==> src/rtl/period_meter_pkg.sv <==
// rtl/period_meter_pkg.sv - shared state encoding and default width for period_meter
package period_meter_pkg;

  localparam int unsigned CNT_W_DEFAULT = 32;

  typedef enum logic [1:0] {
    IDLE    = 2'd0,
    MEASURE = 2'd1,
    TIMEOUT = 2'd2
  } state_t;

endpackage

==> src/rtl/period_meter_sync_edge.sv <==
// rtl/period_meter_sync_edge.sv - two-flop synchronizer plus delay flop, both-polarity edge detect
module sync_edge (
  input  logic clk,
  input  logic rst_n,
  input  logic sig_in,
  output logic edge_det
);

  logic meta_q;
  logic sync_q;
  logic dly_q;

  always_ff @(posedge clk or negedge rst_n) begin
    if (!rst_n) begin
      meta_q <= 1'b0;
      sync_q <= 1'b0;
      dly_q  <= 1'b0;
    end else begin
      meta_q <= sig_in;
      sync_q <= meta_q;
      dly_q  <= sync_q;
    end
  end

  assign edge_det = sync_q ^ dly_q;

endmodule

==> src/rtl/period_meter.sv <==
// rtl/period_meter.sv - measures half-period and period of a slow signal in clk ticks
module period_meter
  import period_meter_pkg::*;
#(
  parameter logic [31:0] TIMEOUT_TICKS = 32'd100_000_000,
  parameter int unsigned CNT_W         = CNT_W_DEFAULT
) (
  input  logic             clk,
  input  logic             rst_n,
  input  logic             enable,
  input  logic             sig_in,
  output logic [CNT_W-1:0] half_period,
  output logic [CNT_W-1:0] period,
  output logic             valid,
  output logic             timeout
);

  localparam logic [CNT_W-1:0] CNT_LAST = CNT_W'(TIMEOUT_TICKS - 32'd1);
  localparam logic [CNT_W-1:0] CNT_ONE  = CNT_W'(1);

  logic edge_det;

  state_t           state_q, state_d;
  logic [CNT_W-1:0] cnt_q, cnt_d;
  logic [CNT_W-1:0] prev_half_q, prev_half_d;
  logic [CNT_W-1:0] half_d, period_d;
  logic             have_first_q, have_first_d;
  logic             valid_d, timeout_d;

  logic [CNT_W-1:0] cnt_inc;
  logic [CNT_W:0]   sum_full;
  logic [CNT_W-1:0] sum_sat;

  sync_edge u_sync_edge (
    .clk      (clk),
    .rst_n    (rst_n),
    .sig_in   (sig_in),
    .edge_det (edge_det)
  );

  assign cnt_inc  = cnt_q + CNT_ONE;
  assign sum_full = {1'b0, prev_half_q} + {1'b0, cnt_inc};
  assign sum_sat  = sum_full[CNT_W] ? '1 : sum_full[CNT_W-1:0];

  always_ff @(posedge clk or negedge rst_n) begin
    if (!rst_n) begin
      state_q      <= IDLE;
      cnt_q        <= '0;
      half_period  <= '0;
      period       <= '0;
      prev_half_q  <= '0;
      have_first_q <= 1'b0;
      valid        <= 1'b0;
      timeout      <= 1'b0;
    end else begin
      state_q      <= state_d;
      cnt_q        <= cnt_d;
      half_period  <= half_d;
      period       <= period_d;
      prev_half_q  <= prev_half_d;
      have_first_q <= have_first_d;
      valid        <= valid_d;
      timeout      <= timeout_d;
    end
  end

  always_comb begin
    state_d      = state_q;
    cnt_d        = cnt_q;
    half_d       = half_period;
    period_d     = period;
    prev_half_d  = prev_half_q;
    have_first_d = have_first_q;
    valid_d      = 1'b0;

    if (!enable) begin
      state_d      = IDLE;
      cnt_d        = '0;
      have_first_d = 1'b0;
    end else begin
      case (state_q)
        IDLE: begin
          cnt_d = '0;
          if (edge_det) begin
            state_d      = MEASURE;
            have_first_d = 1'b0;
          end
        end
        MEASURE: begin
          // an edge on the last count still counts as a capture, not a timeout
          if (edge_det) begin
            half_d       = cnt_inc;
            prev_half_d  = cnt_inc;
            cnt_d        = '0;
            have_first_d = 1'b1;
            if (have_first_q) begin
              period_d = sum_sat;
              valid_d  = 1'b1;
            end
          end else if (cnt_q == CNT_LAST) begin
            state_d = TIMEOUT;
            cnt_d   = '0;
          end else begin
            cnt_d = cnt_inc;
          end
        end
        TIMEOUT: begin
          cnt_d = '0;
          if (edge_det) begin
            state_d      = MEASURE;
            have_first_d = 1'b0;
          end
        end
        default: begin
          state_d = IDLE;
          cnt_d   = '0;
        end
      endcase
    end

    timeout_d = (state_d == TIMEOUT);
  end

endmodule

==> config.mk <==
export PLATFORM = sky130hd
export DESIGN_NAME = period_meter
export DESIGN_NICKNAME = d
export VERILOG_FILES = /design/src/rtl/period_meter_pkg.sv /design/src/rtl/period_meter_sync_edge.sv /design/src/rtl/period_meter.sv
export SDC_FILE = /design/constraint.sdc
export NUM_CORES = 1
export LEC_CHECK = 0
export ABC_AREA = 1
export CAP_MARGIN = 25
export CORE_MARGIN = 2
export CORE_UTILIZATION = 60
export CTS_CLUSTER_SIZE = 12
export DETAILED_ROUTE_END_ITERATION = 7
export DONT_BUFFER_PORTS = 1
export PLACE_DENSITY = 0.76
export SYNTH_ARGS = -nofsm -noshare
export SYNTH_HDL_FRONTEND = slang
export SYNTH_SLANG_ARGS = --single-unit
==> constraint.sdc <==
create_clock -name clk -period 3.52 [get_ports clk]
set_clock_uncertainty 0.1 [all_clocks]
set_input_delay 0.704 -clock clk [delete_from_list [all_inputs] [get_ports clk]]
set_output_delay 0.704 -clock clk [all_outputs]
set_load 0.02 [all_outputs]
**Run 1: drive-strength map**

The bar under the picture is 20 um long.
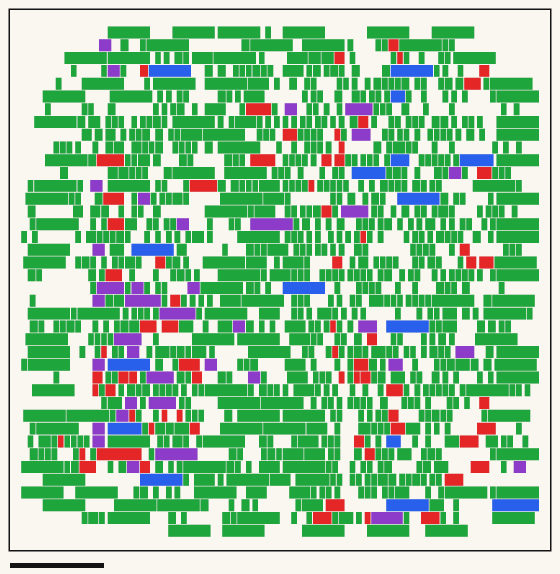
colour	size	cells
red	_2 cells	70
blue	_6 and larger	16
purple	_3 and _4 cells	37
green	_0 and _1 cells	1020
Non-clock buffers: 23
post-route standard cell area excluding fillers: 0.008143 mm^2

**Run 1: selected gate families**

The bar under the picture is 20 um long.
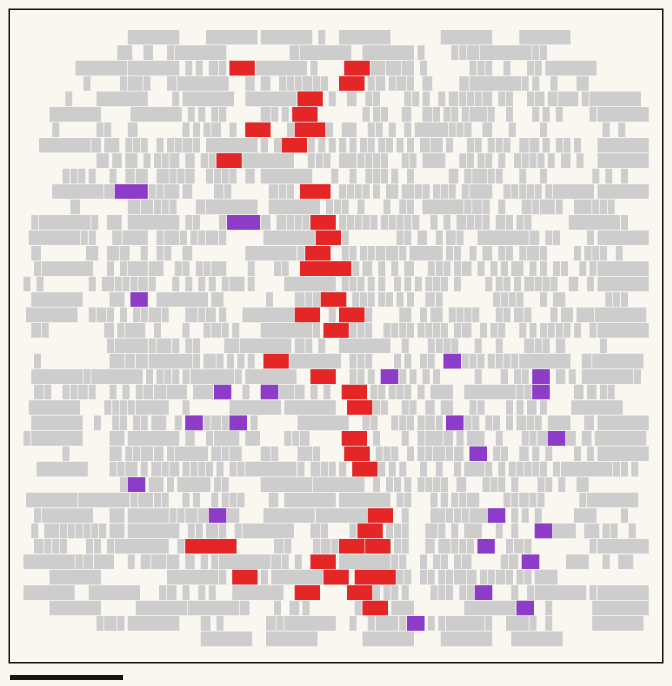
colour	family	cells
purple	xor and xnor cells	23
red	fa/ha/maj cells	37
most common cell after layout, fill and taps aside: nand2_1
final non-filler cell total: 1290
multi-input combinational area share: 49.66%

==> run summary, run 1 <==
Flow results are below.

- The internal power is slightly below 0.002 W, for reference.
- The switching share of power is between 30% and 40%, for reference.
- The growth of design area from synthesis to finish is 10.23%, for reference.
- In this run the full chip footprint comes out at roughly 0.013 mm^2.
- The number of hold-slack violations in the final timing report is 0, for reference.
- The cell taking the most area after synthesis is dfrtp_1, for reference.
- The routed design has roughly 19000 um of wire.
- Counting flops with an async set or reset pin after synthesis yields a share of 100.0%.
- The register area is between 0.002 and 0.003 mm^2, for reference.
- The run finished with clean final reports.
- The highest supply drop recorded on VDD is roughly 0.00026 V.
- The timing report gives the clock slew at the launch and capture registers of the worst setup and hold paths as 0.07 ns.
- After synthesis, the cell types taking the most area are dfrtp_1, nand2_1, inv_1.
- The stat command in Yosys gives a chip area of around 0.0074 mm^2.
- The most common cell in the synthesized netlist is nand2_1.
- The global-route met3 utilization is between 4 and 5%, for reference.
- The wire length per cell is roughly 15 um, for reference.
- The remaining antenna violation count is 0, for reference.
- The critical path's largest stage delay is approximately 0.47 ns, for reference.
- The overflow left after global routing is 0, for reference.
- The slowest library cell on the worst path is dfrtp_1, for reference.
- The critical register-to-register path startpoint is cnt_q[3], for reference.
- After layout, the clock buffer instance count stands at 9.
- OpenROAD emitted warnings numbering 31.
- Across the run, the number of max-cap violations was 0.
- The path class of the lowest-slack min-delay path is in -> async, for reference.
- The design received a total of around 150 well taps at floorplan.
- The die outline width is roughly 110 um, for reference.
- The post-synthesis xor/xnor area fraction is under 10%, for reference.
- The final critical-path setup slack is between 0.15 and 0.2 ns, for reference.
- The switching power is just under 0.0009 W, for reference.
- The top logic cell family in the synthesized netlist is simple AND/OR/NAND/NOR gates, for reference.
- By area, the class that comes first in the final layout consists of logic gates.
- The power report puts the leakage power at 4.726 nW.
- The final timing report counts setup violations totalling 0.
- The first-pass GRT wire length is between 30000 and 40000 um, for reference.
- The placement summary gives the final routability congestion estimate as between 1 and 1.5.
- The script logs the ratio of routed vias to standard cells as ~5.2.
- The total power draw is 0.002795 W, for reference.
- Looking at the clock tree report, the maximum root-to-sink buffer count equals 2.
- The count of unique library cells instantiated by Yosys is 41, for reference.
- The worst endpoint required time is around 3.7 ns, for reference.
- At the worst endpoint, the arrival time is between 3 and 4 ns.
- 70 I/O pins were placed.
- The via count of the first global-routing pass is roughly 6200, for reference.
- The startpoint of the worst setup timing path is cnt_q[3], for reference.
- The clock network power reported by the tool is approximately 0.001 W.
- In the global route stage, met2 resource usage came out at approximately 47%.
- The number of antenna violations at the first check in global routing came to 0.
- The cell area after placement is ~0.0076 mm^2, for reference.
- For reference, the top cells by count after synthesis are nand2_1, inv_1, nor2_1, dfrtp_1, nand3_1.
- In the final layout, the fill cell count is ~1100.
- The adder and majority cell fraction of the synthesized area is 6.369%, for reference.
- The tree is rooted in a clkbuf_16.
- Hold is met by 0.1536 ns.
- The power per unit of standard cell area is ~340 mW/mm^2, for reference.
- The violation tally from detailed-route iteration zero is between 400 and 500, for reference.
- According to the CTS report, the clock sink count is ~100.
- The global routing report lists met1 layer usage as between 40% and 50%.
- The H-tree was split into 3 levels.
- The count of nets after finishing is 1179, for reference.
- The iteration count recorded for the first detailed-route pass is 7.
- The synthesized cell area is roughly 0.0074 mm^2, for reference.
- In this design, the largest share of critical-path delay is due to simple AND/OR/NAND/NOR gates.
- STA on the placed design reports a worst setup slack of between 0.15 and 0.2 ns.
- After layout, the inverter instance count without clock inverters stands at approximately 220.
- The overall track demand over capacity in global routing is about 30%, for reference.
- The flow reports that sequential cells draw a little under three fifths of the design power.
- The fraction of post-synthesis cell area in the top cell type by area is around a third, for reference.
- The initial utilization of the core area, before any placement, comes to between 60 and 70%.
- The clock network fraction of design power is a little over a third, for reference.
- The library cells used most frequently in the layout, excluding fill and tap cells, are nand2_1, inv_1, nor2_1.
- The quantity of hold-fixing buffers added after cts is 1, for reference.
- The share of total power dissipated in combinational logic is under 10%.
- Walking the worst path, the cells encountered are inv_2 -> nor4_1 -> nand2_1 -> nor2_1 -> nand3_1 -> nand2_1 -> inv_1 -> ha_1 -> nand2_1 -> nor2_2 -> nand2_1 -> nor2_2 -> a21oi_4 -> buf_12 -> buf_4 -> nand3_1 -> nand2_1 -> nand2_1.
- The number of buffers created by CTS is 9, for reference.
- Input and output buffers added on the ports amount to 0.
- The yosys synthesis warning count is 0, for reference.
- Counting tap cells, the placed design contains a total of about 1300 instances.
- Entering global routing, the biggest net connects roughly 110 pins.
- The type of the worst setup path is reg -> reg, for reference.
- The flop count is between 100 and 150, for reference.
- The prevailing post-synth register cell is dfrtp_1, for reference.
- The number of standard cells after synthesis is 1117, for reference.
- The setup TNS after final layout is 0 ns, for reference.
- Counting flops with a built-in enable in the synthesized netlist gives 0.
- The simple logic cell fraction of the synthesized area is 36.69%, for reference.
- The worst setup path is launched from a register.
- In the final layout, the registers with the most flip-flops are cnt_q (32), period (32), prev_half_q (32).
- The detailed-route DRC error count is 0, for reference.
- Cells with a size suffix above 1 make up a little over a tenth of the layout.
- The maximum net fanout on the critical path is 5, for reference.
- The number of setup buffers added after CTS is 0, for reference.
- The sequential power is between 0.0015 and 0.002 W, for reference.
- Post-route period utilization is reported as between 90% and 100%.
- The buffers plus inverters on the worst setup path is 4, for reference.
- Sequential elements use a little over a third of the synthesized area.
- The endpoint type of the worst setup path is a register, for reference.
- In the final layout, the multi-input gates occupy ~0.0040 mm^2.
- For the worst-skew pair, the clock arrives at the later sink with an insertion delay of roughly 0.37 ns.
- The number of diodes is 0, for reference.
- The average instance in the mapped netlist occupies around 6.6 um^2.
- The count of vias placed by the detailed router is 6744, for reference.
- The clock tree from TritonCTS is built, for reference.
- The post-DP HPWL is about 15000 um, for reference.
- The vertical die dimension reported for this design is 115.0 um.
- In the power breakdown, the biggest contributor is registers.
- The complex-gate fraction of the synthesized area is 6.657%, for reference.
- Per the final report, the share of cell area in non-clock buffers is ~2.5%.
- Measured against the total synthesized area, the mux share comes to 0%.
- Global routing put the most usage on met2.
- For the combinational group, total power comes out at about 0.00025 W.
- The post-cts sizing count is 0, for reference.
- The synthesized design contains around 100 register bits.
- The share of final layout cell area taken by clock buffers and inverters is between 3 and 4%, for reference.
- The number of multi-input logic gates is just under 800, for reference.
- The pin closest to its max-slew limit shows a slew of 0.5783 ns.
- The cell repeated most along the worst path is nand2_1, for reference.
- The number of nets in the synthesized netlist is about 1200.
- The total cells reported by yosys after synthesis is roughly 1100, for reference.
- The worst slew margin relative to its limit is about three fifths, for reference.
- The final timing report lists a max-slew violation count of 0.
- For the finished layout, the period the worst path requires is 3.357 ns.
- The maximum clock frequency is 0.2979 GHz, for reference.
**Run 1: placed cells, one colour a class**

The bar under the picture is 20 um long.
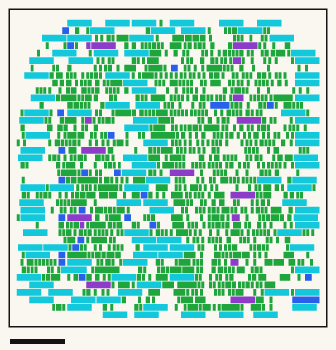
colour	class	cells	share of their area
blue	remaining buffers and delay cells	23	2.6%
cyan	sequential cells	104	33%
green	combinational and other logic	1000	61%
purple	clock drivers and dummy loads	16	3.5%
final core utilization: 67.79%
Placement Rows: 40
Core Region: 0.01201 mm^2
share of the final layout cell area in sequential cells: 31.98%

run 1: worst paths after layout:
path | depth (start not counted) | endpoint | slack (ns)
setup / recovery | 18 | period[21] | 0.16
max in group asynchronous | 1 | cnt_q[0] | 2.72
hold / removal | 1 | period[7] | 0.15
setup reg to reg | 18 | period[21] | 0.16
min in group clk | 0 | u_sync_edge.sync_q | 0.25
hold reg to reg | 0 | u_sync_edge.sync_q | 0.25
run 1: routing by layer:
| layer | vias to the layer above | part of all wire (%) | wire length [um] |
|---|---|---|---|
| li1 | 3446 | - | - |
| met1 | 2998 | 45 | 8547 |
| met2 | 250 | 45 | 8629 |
| met3 | 50 | 6.1 | 1161 |
| met4 | 0 | 4.1 | 790 |
| met5 | - | 0 | 0 |
--- run 2 (diff from run 1) ---
--- a/config.mk
+++ b/config.mk
@@ -8,11 +8,11 @@
 export ABC_AREA = 1
 export CAP_MARGIN = 25
 export CORE_MARGIN = 2
-export CORE_UTILIZATION = 60
+export CORE_UTILIZATION = 45
 export CTS_CLUSTER_SIZE = 12
 export DETAILED_ROUTE_END_ITERATION = 7
 export DONT_BUFFER_PORTS = 1
-export PLACE_DENSITY = 0.76
+export PLACE_DENSITY = 0.63
 export SYNTH_ARGS = -nofsm -noshare
 export SYNTH_HDL_FRONTEND = slang
 export SYNTH_SLANG_ARGS = --single-unit
**Run 2: selected gate families**

The bar under the picture is 50 um long.
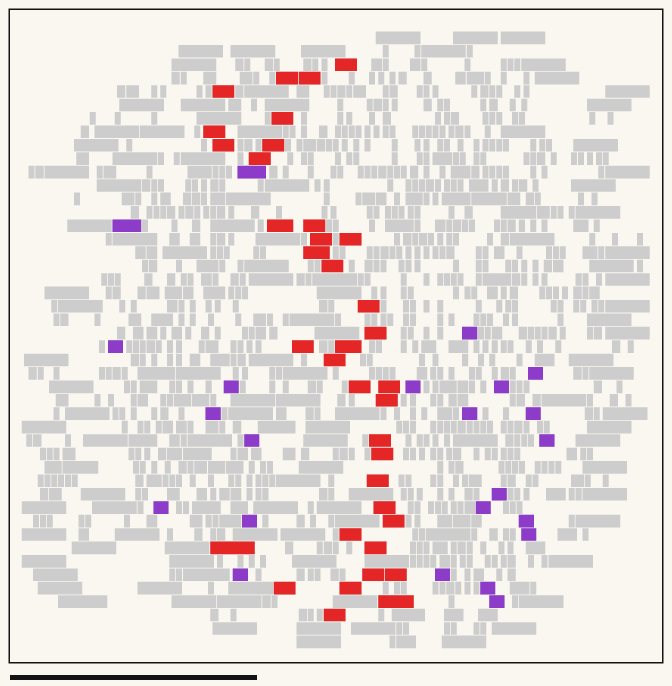
colour	family	cells
purple	xor and xnor cells	23
red	fa/ha/maj cells	37
final non-filler cell total: 1355
multi-input combinational area share: 49.29%

==> run 2 against run 1 <==
Compared with the run above: worst hold slack lost 0.039 ns; largest cell class unchanged; synthesized cell count is the same; area after synthesis is the same; utilization shrank 16 points; combinational power shrank 2%; count of clock-buffer cells in the layout grew 1; critical endpoint is now period[1]; register-to-register slack is essentially flat; sequential cell count is the same.
==> run summary, run 2 <==
Flow results are below.

- The number of fillers in the final layout came to 1635 (+53%).
- The max-cap check violation count is 0 (unchanged).
- TritonCTS built the clock tree.
- The number of antenna violations at the first check in global routing was 0 (unchanged).
- The mean area per synthesized cell is 6.613 um^2 (unchanged).
- The final critical delay including setup and external delays is 3.364 ns (+0.007178 ns), for reference.
- The largest buffer count on any clock path is 2 (unchanged), for reference.
- The number of flops mapped to enable cells by yosys is 0 (unchanged), for reference.
- The fraction of post-synthesis cell area in the top cell type by area is 35.23% (unchanged), for reference.
- The total non-filler cell area in the finished layout is 0.008252 mm^2 (+1.3%), for reference.
- The total cells reported by yosys after synthesis is 1117 (unchanged), for reference.
- The row count is 46 (+15%), for reference.
- The path class of the lowest-slack min-delay path is in -> async, for reference.
- The worst slew margin relative to its limit was 58.52% (-2.9 points).
- The H-tree level count is 3 (unchanged), for reference.
- The static power due to leakage was 4.700 nW (-0.55%).
- The maximum number of pins on one net before global-route repair is 105 (unchanged), for reference.
- The cell area after placement was 0.007697 mm^2 (+1.3%).
- The endpoint type of the worst setup path is a register, for reference.
- Among the stages of the critical path, the cell type that occurs most often is inv_1.
- The adder and majority cell fraction of the synthesized area is 6.369% (unchanged), for reference.
- The async set-or-reset flop fraction in the synthesized netlist is 100.0% (unchanged), for reference.
- The total power draw is 0.002837 W (+1.5%).
- The iteration count of the initial detailed-routing pass is 5 (-2), for reference.
- Post-synth the commonest register cell is dfrtp_1.
- The count of unique library cells instantiated by Yosys is 41 (unchanged), for reference.
- The most frequently used cell type in the post-synthesis netlist is nand2_1, for reference.
- The flow measured a signed area growth from synthesis to layout of 11.70%.
- The vias per cell was 4.928 (-5.7%).
- The simple logic cell fraction of the synthesized area is 36.69% (unchanged), for reference.
- The overflow left after global routing is 0 (unchanged), for reference.
- The die boundary height is 132.1 um (+15%), for reference.
- The final cycle utilization of the critical path came to 95.58% (+0.20 points).
- The post-CTS clock slew at the launch and capture registers of the worst setup and hold paths is 0.08 ns (about the same), for reference.
- The pin slew with the least headroom to its limit is 0.6222 ns (+0.04381 ns), for reference.
- The placed cell count came to 1334 (+5.6%).
- The tightest hold margin is 0.1145 ns (-0.03915 ns), for reference.
- The cell taking the most area after synthesis is dfrtp_1, for reference.
- The count of nets after finishing was 1175 (-0.34%).
- The wire length per cell is 14.59 um (-1.6%), for reference.
- The aggregate routed wire length came to 19760 um (+3.3%).
- The remaining antenna violation count is 0 (unchanged), for reference.
- Among logic cells in the layout, the one with the most instances is nand2_1.
- The count of buffers inserted at the top-level ports came to 0 (unchanged).
- The complex-gate fraction of the synthesized area was 6.657% (unchanged).
- The via count of the first global-routing pass is 6357 (+2.7%).
- The critical path's largest stage delay was 0.38 ns (-0.09 ns).
- The multiplexer share of the synthesized area is 0% (unchanged), for reference.
- Ranked by total cell area, the synthesized netlist is headed by dfrtp_1, nand2_1, inv_1.
- The count of final setup violators is 0 (unchanged), for reference.
- The OpenROAD warning count is 31 (unchanged), for reference.
- The synthesized cell area came to 0.007387 mm^2 (unchanged).
- The number of hold-slack violations in the final timing report is 0 (unchanged).
- For the worst reg-to-reg path, the startpoint reported by OpenROAD is cnt_q[11].
- The pre-CTS setup slack is 0.1638 ns (+0.01067 ns), for reference.
- The setup TNS after final layout is 0 ns (unchanged), for reference.
- The worst endpoint required time is 3.69 ns (-0.03 ns), for reference.
- The final critical-path setup slack is 0.1556 ns (-0.007178 ns), for reference.
- The post-DP HPWL came to 15430 um (+5.2%).
- The clock sink total is 104 (unchanged), for reference.
- The area of the synthesized netlist per yosys stat is 0.007387 mm^2 (unchanged), for reference.
- The detailed-route DRC error count is 0 (unchanged).
- The maximum net fanout on the critical path is 8 (+3), for reference.
- The yosys synthesis warning count is 0 (unchanged).
- The power per unit of standard cell area is 343.8 mW/mm^2 (+0.16%), for reference.
- The first-pass GRT wire length is 32420 um (+6.7%), for reference.
- The violation tally from detailed-route iteration zero is 556 (+25%), for reference.
- The count of final max-slew check failures is 0 (unchanged), for reference.
- The flow ran to the end, and the final reports show no timing, DRC or antenna violations.
- The fraction of the core area occupied by cells at floorplan was 46.33% (-15 points).
- The area of the core is 0.01594 mm^2 (+33%), for reference.
- The type of the worst setup path is reg -> reg, for reference.
- The number of cells on the critical path is 20 (+2), for reference.
- The tree is rooted in a clkbuf_16.
- Broken down by cell family, the worst path's largest delay share belongs to simple AND/OR/NAND/NOR gates.
- Per STA, the worst path is made up of inv_1 -> nor3_2 -> buf_4 -> nand2_1 -> nor2_1 -> nor2_1 -> inv_1 -> nand2_1 -> inv_1 -> ha_1 -> nand2_2 -> inv_2 -> nand2_1 -> inv_1 -> a21oi_2 -> nand2_4 -> a21oi_4 -> nand2_4 -> o21bai_2 -> inv_1.
- The count of vias placed by the detailed router is 6677 (-0.99%).
- The number of diodes is 0 (unchanged), for reference.
- The maximum clock frequency came to 0.2972 GHz (-0.21%).
- The sequential-to-total area share from yosys stat is 35.23% (unchanged).
- The worst-case reg-to-reg path depth is 20 (+2), for reference.
- The buffers plus inverters on the worst setup path is 7 (+3), for reference.
- The largest registers in the layout are cnt_q (32), period (32), prev_half_q (32).
- In the synthesized netlist, the cells that appear most often are nand2_1, inv_1, nor2_1, dfrtp_1, nand3_1.
- STA classifies the critical path startpoint as a register.
- In this run the worst setup path begins at cnt_q[11].
- The arrival time of the worst setup path is 3.53 ns (-0.03 ns).
- For the worst reg-to-reg path, the endpoint reported by OpenROAD is period[1].
- The overall track demand over capacity in global routing came to 23.38% (-6.4 points).
- The highest ir drop seen on vdd was 0.0002233 V (-13%).
- The post-synthesis xor/xnor area fraction is 2.727% (unchanged), for reference.
- The utilization of the core after routing is 51.76% (-16 points), for reference.
- The combinational gate area is 0.004068 mm^2 (+0.59%), for reference.
- Per the STA report, the cell with the highest stage delay on the worst path is dfrtp_1.
- The worst-skew pair later-pin latency was 0.37 ns (about the same).
- The count of boundary I/O pins is 70 (unchanged), for reference.
- The register area is 0.002604 mm^2 (unchanged), for reference.
- In the layout the commonest cells are nand2_1, inv_1, nor2_1.
- The number of standard cells after synthesis was 1117 (unchanged).
- The post-synthesis net count is 1158 (unchanged), for reference.
- The synthesis-stage register bit count is 104 (unchanged), for reference.
- OpenSTA lists the critical path endpoint as period[1].
- The die outline width came to 132.1 um (+15%).
- The number of buffers created by CTS is 9 (unchanged), for reference.
- The top logic cell family in the synthesized netlist is simple AND/OR/NAND/NOR gates, for reference.
- The proportion of layout cells with a drive suffix above 1 came to 11.24% (+0.48 points).
run 2: cell type report:
type                    count  area share, %
clock buffers              10          2.896
clock inverters             6         0.7582
inverters                 220          10.01
multi-input cells         779          49.29
flip-flops and latches    104          31.55
well taps                 216          3.275
repair buffers             20          2.214
run 2: routing by layer:
layer  GRT usage [%]  share of wire (%)  wire, um
met5               0                  0         0
met4           9.541                3.0       589
met3           3.191                3.9       775
met2           37.27                 47      9204
met1           32.13                 47      9195
run 2: power by group:
group          internal (W)  total [W]  switching [W]
Combinational      0.000118   0.000247       0.000128
Clock              0.000519    0.00103       0.000515
Sequential          0.00132    0.00156       0.000239
run 2: repair_timing:
action / in CTS / in global routing
setup buffers: 0 / 3
hold buffers: 1 / 0
setup endpoints to repair: 0 / 32
gates resized: 0 / 39
endpoints found under the hold margin: 104 / 0
--- run 3 (diff from run 2) ---
--- a/config.mk
+++ b/config.mk
@@ -13,6 +13,7 @@
 export DETAILED_ROUTE_END_ITERATION = 7
 export DONT_BUFFER_PORTS = 1
 export PLACE_DENSITY = 0.63
+export SETUP_SLACK_MARGIN = 0.2
 export SYNTH_ARGS = -nofsm -noshare
 export SYNTH_HDL_FRONTEND = slang
 export SYNTH_SLANG_ARGS = --single-unit
==> constraint.sdc (replaced) <==
create_clock -name clk -period 3.71 [get_ports clk]
set_clock_uncertainty 0.1 [all_clocks]
set_input_delay 0.742 -clock clk [delete_from_list [all_inputs] [get_ports clk]]
set_output_delay 0.742 -clock clk [all_outputs]
set_load 0.02 [all_outputs]
**Run 3: track usage over the die**

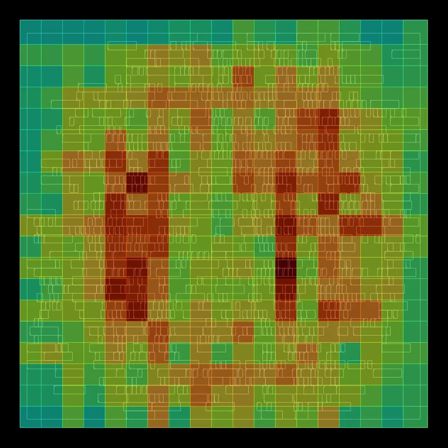
GR met2 Demand/Resource: 36.98%
met1 Usage GRT: 31.65%
GR met3 Demand/Resource: 2.960%
overall global routing resource usage: 22.91%

==> run 3 against run 2 <==
Compared with the run above: setup slack gained 0.19 ns; critical path type unchanged; highest routed layer unchanged; utilization fell by 0.62 points; power down 7.9%.
==> run summary, run 3 <==
Flow results are below.

- The flow ran to the end, and the final reports show no timing, DRC or antenna violations.
- The die boundary height is 132.1 um (unchanged), for reference.
- The post-CTS clock slew at the launch and capture registers of the worst setup and hold paths is 0.07 ns (about the same), for reference.
- The total power draw is 0.002612 W (-7.9%), for reference.
- The worst-case reg-to-reg path depth is 20 (unchanged), for reference.
- The registers reported with the highest flop counts are cnt_q (32), period (32), prev_half_q (32).
- The count of buffers inserted at the top-level ports is 0 (unchanged), for reference.
- The count of boundary I/O pins is 70 (unchanged).
- The post-cts sizing count is 1 (+1), for reference.
- The switching power is 0.0007962 W (-9.8%), for reference.
- The startpoint of the worst setup timing path is cnt_q[11], for reference.
- The flop count is 104 (unchanged).
- The count of final setup violators was 0 (unchanged).
- The arrival time of the worst setup path is 3.56 ns (+0.03 ns), for reference.
- The internal power was 0.001816 W (-7.1%).
- The OpenROAD warning count is 32 (+3.2%), for reference.
- The number of hold-slack violations in the final timing report was 0 (unchanged).
- The worst-skew pair later-pin latency is 0.36 ns (about the same), for reference.
- The count of clock buffers in the final design is 10 (unchanged), for reference.
- The sequential-to-total area share from yosys stat came to 35.23% (unchanged).
- The iteration count of the initial detailed-routing pass is 5 (unchanged), for reference.
- TritonCTS built the clock tree.
- The clock network fraction of design power came to 34.4% (-2.0 points).
- The report lists the cells along the critical path as inv_1 -> nor4_2 -> nand2_1 -> nor2_1 -> nand3_1 -> nand2_1 -> inv_1 -> ha_1 -> nand2_1 -> nor2_1 -> nand2_1 -> inv_2 -> nand2_1 -> nand2_1 -> a21oi_4 -> buf_12 -> buf_4 -> nand3_1 -> nand2_1 -> nand2_1.
- The flip-flop and latch share of the layout cell area is 31.95% (+0.40 points).
- The detailed-route DRC error count is 0 (unchanged), for reference.
- The pre-CTS setup slack was 0.2135 ns (+0.04980 ns).
- The number of antenna violations at the first check in global routing is 0 (unchanged).
- The via count of the first global-routing pass came to 6302 (-0.87%).
- The tightest hold margin is 0.2124 ns (+0.09789 ns), for reference.
- The combinational group power came to 0.000238 W (-4%).
- The combinational gate area is 0.004030 mm^2 (-0.92%), for reference.
- The row count was 46 (unchanged).
- The final critical-path setup slack is 0.3424 ns (+0.1868 ns).
- The mean area per synthesized cell is 6.613 um^2 (unchanged).
- The number of diodes is 0 (unchanged).
- The type of the worst setup path is reg -> reg, for reference.
- The endpoint type of the worst setup path is a register, for reference.
- The clock root buffer master is clkbuf_16, for reference.
- The synthesis-stage register bit count is 104 (unchanged), for reference.
- The worst-case register-to-register setup slack is 0.34 ns, for reference.
- The async set-or-reset flop fraction in the synthesized netlist is 100.0% (unchanged), for reference.
- By instance count, the cell type seen most on the critical path is nand2_1.
- The fraction of post-synthesis cell area in the top cell type by area is 35.23% (unchanged).
- The switching share of power is 30.48% (-0.64 points), for reference.
- Per STA, the worst path accumulates the most delay in the family simple AND/OR/NAND/NOR gates.
- The number of standard cells after synthesis is 1117 (unchanged), for reference.
- The total non-filler cell area in the finished layout is 0.008153 mm^2 (-1.2%), for reference.
- The maximum net fanout on the critical path is 5 (-3), for reference.
- The area of the synthesized netlist per yosys stat is 0.007387 mm^2 (unchanged), for reference.
- The quantity of hold-fixing buffers added after cts is 1 (unchanged), for reference.
- Ranking logic cells in the layout by count gives the top entries nand2_1, inv_1, nor2_1.
- The growth of design area from synthesis to finish is 10.37%, for reference.
- The maximum clock frequency is 0.2969 GHz (about the same), for reference.
- The aggregate routed wire length is 19680 um (-0.40%), for reference.
- The cell area after placement is 0.007622 mm^2 (-0.98%), for reference.
- The largest buffer count on any clock path was 2 (unchanged).
- The number of tap cells added at floorplan is 216 (unchanged), for reference.
- The remaining antenna violation count is 0 (unchanged), for reference.
- The static power due to leakage is 4.664 nW (-0.77%).
- The vias per cell came to 4.931 (about the same).
- The overflow left after global routing is 0 (unchanged), for reference.
- The count of unique library cells instantiated by Yosys came to 41 (unchanged).
- The number of fillers in the final layout is 1652 (+1.0%), for reference.
- Looking at the reg2reg group, the worst path starts from cnt_q[11].
- The final cell count without fillers is 1350 (-0.37%), for reference.
- The number of buffers created by CTS was 9 (unchanged).
- The share of final layout cell area taken by clock buffers and inverters was 3.207% (-0.45 points).
- The slowest library cell on the worst path is ha_1, for reference.
- The utilization of the core after routing was 51.14% (-0.62 points).
- The number of multi-input logic gates came to 779 (unchanged).
- The area of the core is 0.01594 mm^2 (unchanged), for reference.
- Sorting the synthesis cell report by count puts at the top nand2_1.
- The final cycle utilization of the critical path is 90.77% (-4.8 points).
- The worst slew margin relative to its limit came to 55.36% (-3.2 points).
- The yosys synthesis warning count was 0 (unchanged).
- The clock sink total is 104 (unchanged), for reference.
- The count of nets after finishing is 1172 (-0.26%), for reference.
- The proportion of power drawn by flip-flops and latches is 56.5% (+1.6 points).
- The power per unit of standard cell area is 320.4 mW/mm^2 (-6.8%).
- The sequential power came to 0.00148 W (-5%).
- The H-tree level count is 3 (unchanged), for reference.
- Looking at the cell usage after synthesis, the top flip-flop cell is dfrtp_1.
- The max-cap check violation count is 0 (unchanged), for reference.
- Setup repair after global routing could not meet its margin everywhere.
- The synthesis run shows the most used standard cells to be nand2_1, inv_1, nor2_1, dfrtp_1, nand3_1.
- The setup TNS after final layout is 0 ns (unchanged), for reference.
- The violation tally from detailed-route iteration zero is 470 (-15%), for reference.
- The combinational fraction of the cell area was 49.43% (+0.14 points).
- The number of signal-net buffers in the layout is 17 (-15%), for reference.
- The fraction of the core area occupied by cells at floorplan is 46.33% (unchanged), for reference.
- After its last routability iteration, the placer logged a weighted congestion of slightly below 1.
- The count of final max-slew check failures was 0 (unchanged).
- The capture point of the critical path was reported as period[25].
- The placed cell count came to 1324 (-0.75%).
- The synthesized design spends more area on one cell type than any other, namely dfrtp_1.
- The pin slew with the least headroom to its limit is 0.6697 ns (+0.04749 ns).
- The largest power group is registers, for reference.
- The synthesized cell area is 0.007387 mm^2 (unchanged).
- The first-pass GRT wire length is 32060 um (-1.1%), for reference.
- The final critical delay including setup and external delays came to 3.368 ns (+0.003200 ns).
- The cell kind with the greatest summed area is logic gates, for reference.
- The non-clock buffer share of cell area is 1.964% (-0.25 points), for reference.
- The maximum number of pins on one net before global-route repair was 105 (unchanged).
- The number of setup buffers added after CTS is 2 (+2).
- The highest-count logic cell in the final layout is nand2_1, for reference.
- The critical path's largest stage delay is 0.40 ns (+0.02 ns), for reference.
- The total cells reported by yosys after synthesis was 1117 (unchanged).
- Ranked by total cell area, the synthesized netlist is headed by dfrtp_1, nand2_1, inv_1.
- The register area is 0.002605 mm^2 (about the same), for reference.
- The combinational group share of total power came to 9.1% (+0.4 points).
- The count of vias placed by the detailed router is 6657 (-0.30%), for reference.
- The reg-to-reg critical path endpoint is period[25], for reference.
- The die outline width was 132.1 um (unchanged).
- The highest ir drop seen on vdd was 0.0002392 V (+7.1%).
- The number of non-clock inverters in the layout is 220 (unchanged), for reference.
- The worst endpoint required time is 3.91 ns (+0.22 ns), for reference.
- The number of cells on the critical path is 20 (unchanged).
- The wire length per cell is 14.58 um (about the same), for reference.
- The startpoint type of the worst setup path is a register, for reference.
- The buffers plus inverters on the worst setup path came to 5 (-2).
- The post-synthesis net count is 1158 (unchanged), for reference.
-- run 3: logic make-up (layout without fill, tap and decap cells) --
group | after synthesis | after routing | synth area share, %
adder cells (fa/ha/maj) | 37 | 37 | 6.369
AND-OR/OR-AND | 79 | 79 | 6.656
XOR/XNOR | 23 | 23 | 2.727
AND/OR/NAND/NOR | 639 | 640 | 36.69
flip-flops | 104 | 104 | 35.23
buffers and inverters | 235 | 251 | 12.33
-- run 3: per-layer routing --
metal  GRT usage [%]  share of wire [%]  up-vias
li1                -                  -     3431
met1           31.65                 47     3020
met2           36.98                 46      167
met3           2.960                4.1       39
met4           8.152                2.8        0
met5               0                  0        -
Power and IR drop assume default switching activity.
